### Routing congestion

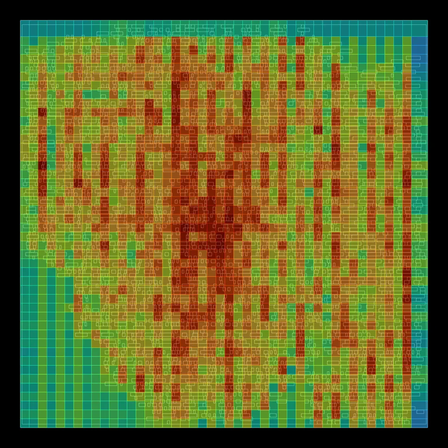
### Cell classes on the final placement

Bar = 100 um.
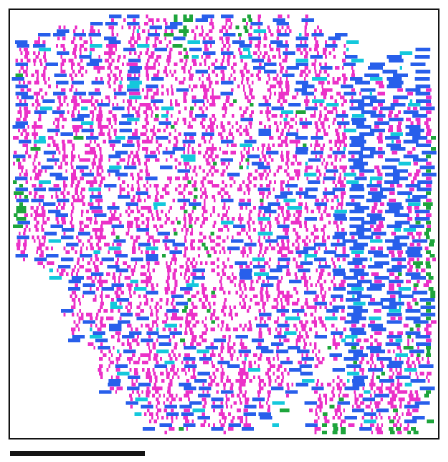
### Signal wires by layer

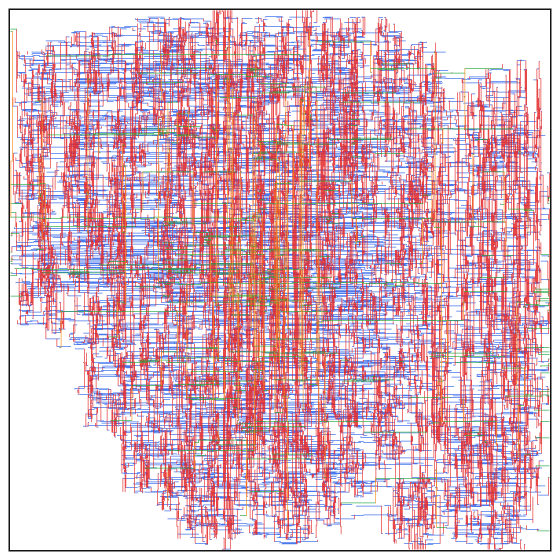
### Supply network

Bar = 100 um. Pins as bars on the die edge. Tap cells in gray.
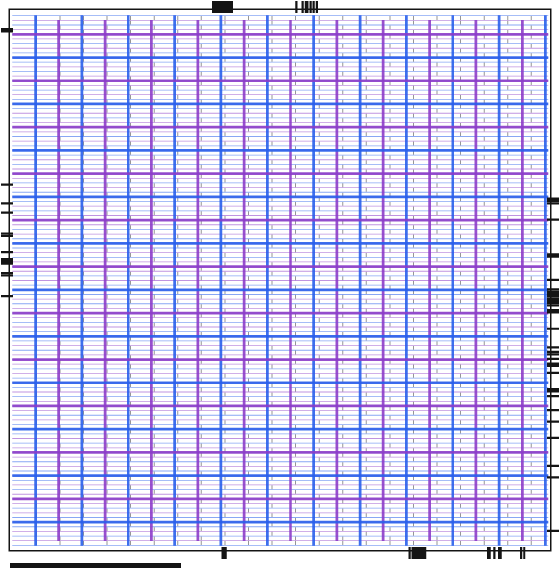
### Clock wires, drivers and flops

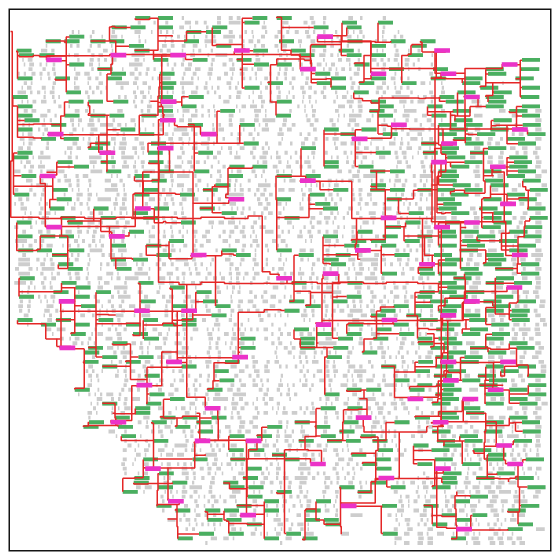
==> config.mk <==
export PLATFORM = sky130hd
export DESIGN_NAME = scope_hart_stall_capture
export DESIGN_NICKNAME = d
export VERILOG_FILES = /design/src/rtl/scope_hart_pkg.sv /design/src/rtl/scope_hart_stall_capture_counter.sv /design/src/rtl/scope_hart_stall_capture.sv
export SDC_FILE = /design/constraint.sdc
export NUM_CORES = 1
export LEC_CHECK = 0
export CELL_PAD_IN_SITES_DETAIL_PLACEMENT = 2
export CELL_PAD_IN_SITES_GLOBAL_PLACEMENT = 2
export CORE_UTILIZATION = 35
export DETAILED_ROUTE_END_ITERATION = 8
export PLACE_DENSITY = 0.7
export REMOVE_ABC_BUFFERS = 1
export SYNTH_ARGS = -nofsm -noshare
export SYNTH_HDL_FRONTEND = slang
export SYNTH_HIERARCHICAL = 1
export SYNTH_SLANG_ARGS = --single-unit
==> constraint.sdc <==
create_clock -name clock -period 9.9 [get_ports clock]
set_input_delay 2.475 -clock clock [delete_from_list [all_inputs] [get_ports clock]]
set_output_delay 2.475 -clock clock [all_outputs]
set_load 0.05 [all_outputs]
==> results.sh <==
# source this file to load flow results
export IMPL_largest_register_ffs=384
export IMPL_syn_avg_cell_area_um2=10.0
export IMPL_whs_path_depth=2
export IMPL_path_cells="clkdlybuf4s50_1 > ha_1 > inv_1 > fa_1 > xnor2_1 > mux2i_1 > nand2_1 > o221ai_1 > o22ai_1 > clkdlybuf4s50_1"
export IMPL_die_area_um2=99900
export IMPL_top_logic_kind="simple AND/OR/NAND/NOR gates"
export IMPL_relSlewSlack_pct=16.9
export IMPL_drv_slew=0
export IMPL_cp_end_kind="output pin"
export IMPL_grt_setup_unrepaired="false"
export IMPL_lay_top_count="dfrtp_1"
export IMPL_numSynthFlops=591
export IMPL_leakagePower_nw=14.8
export IMPL_synthCells=3453
export IMPL_path_delay_family="buffers and inverters"
export IMPL_synthAoiAreaFrac_pct=14.4
export IMPL_grt_pass1_vias=31556
export IMPL_fp_util_pct=35.5
export IMPL_drt_initial_drc_count=2218
export IMPL_clkbuf_count=105
export IMPL_grt_max_degree=174
export IMPL_adder_share_pct=1.20
export IMPL_dpl_cell_area_um2=36700
export IMPL_status="complete, no violations"
export IMPL_drc=0
export IMPL_clockBufferDepth=3
export IMPL_first_pass_iters=9
export IMPL_clock_sinks=591
export IMPL_flop_count=591
export IMPL_final_clk_cell_share_pct=6.32
export IMPL_cp_required_ns=7.43
export IMPL_multiInputCombCellCount=2596
export IMPL_max_stage_delay_ns=0.87
export IMPL_period_needed_ns=8.88
export IMPL_met3_usage_pct=2.96
export IMPL_synthTopCellsByArea="dfrtp_1 29%, edfxtp_1 17%, nor2_1 4.1%"
export IMPL_yosysUniqueCellTypes=79
export IMPL_dp_cells=4695
export IMPL_area_growth_pct=13.5
export IMPL_synth_top_cell_area_share_pct=28.9
export IMPL_seq_share_pct=40.2
export IMPL_wl_met2_um=66500
export IMPL_grt_overflow=0
export IMPL_worstPathArrival_ns=6.40
export IMPL_cts_root_buffer="clkbuf_16"
export IMPL_cts_resized=0
export IMPL_powerDensity_nw_per_um2=152
export IMPL_most_common_cell="dfrtp_1"
export IMPL_htreeDepth=3
export IMPL_grt_pass1_wl_um=204000
export IMPL_power_internal_mw=4.39
export IMPL_route_met3_wl_um=4890
export IMPL_hold_viol_final=0
export IMPL_critPathLaunchType="primary input"
export IMPL_layout_nets=3562
export IMPL_p_comb_share_pct=10.2
export IMPL_postCtsSetupBuffers=0
export IMPL_final_cells=4829
export IMPL_layout_setup_ws_ns=1.02
export IMPL_crit_top_cell="clkdlybuf4s50_1"
export IMPL_fill_cells=10386
export IMPL_highest_layer="met4"
export IMPL_xor_share_pct=4.21
export IMPL_synthMuxAreaShare_pct=7.86
export IMPL_top_area_cell_class="multi-input combinational cells"
export IMPL_drive_above_1_share_pct=13.2
About 'Routing congestion':
routed len/inst: 27.9 um
Util after Layout: 40.3%
grt peak-use layer: met2
GR Util met2: 45.9%
GR Util met1: 34.6%

About 'Cell classes on the final placement':
Magenta is remaining logic cells, cells 2696, share of their area 48%. Cyan is clock drivers and dummy loads, cells 132, share of their area 6.6%. Green is remaining buffers and delay cells, cells 132, share of their area 3.6%. Blue is registers, cells 591, share of their area 42%.
area of the core: 97300 um2
std cell rows: 114
fin area: 39200 um2

About 'Signal wires by layer':
Green is M3, wire length 4890 um. Blue is M1, wire length 58.2 mm. Orange is M4, wire length 5090 um. Red is M2, wire length 66.5 mm.
Routed WL: 135000 um
GRT Overall Usage: 26.8%
routed vias: 29258

About 'Supply network':
Blue is VSS. Purple is VDD.
23 straps on met4. 115 met1 rails follow the rows. 1276 tap cells. The core has 114 rows. 22 straps on met5.
Peak supply drop: 0.0995 mV
Vert. Die Dim: 316 um
Die Width: 316 um

About 'Clock wires, drivers and flops':
Green is flip-flops, count 591. Red is clock wires, length 9490 um. Magenta is clock-net drivers, count 73.
There are 74 routed clock nets. Position of the flops: spread over the die.
Worst Skew: 0.0212 ns
Late-Pin Clk Latency: 0.65 ns
Clk network pwr share: 46.9%

Power figures rest on the tool's default switching activity, not on a simulated workload.
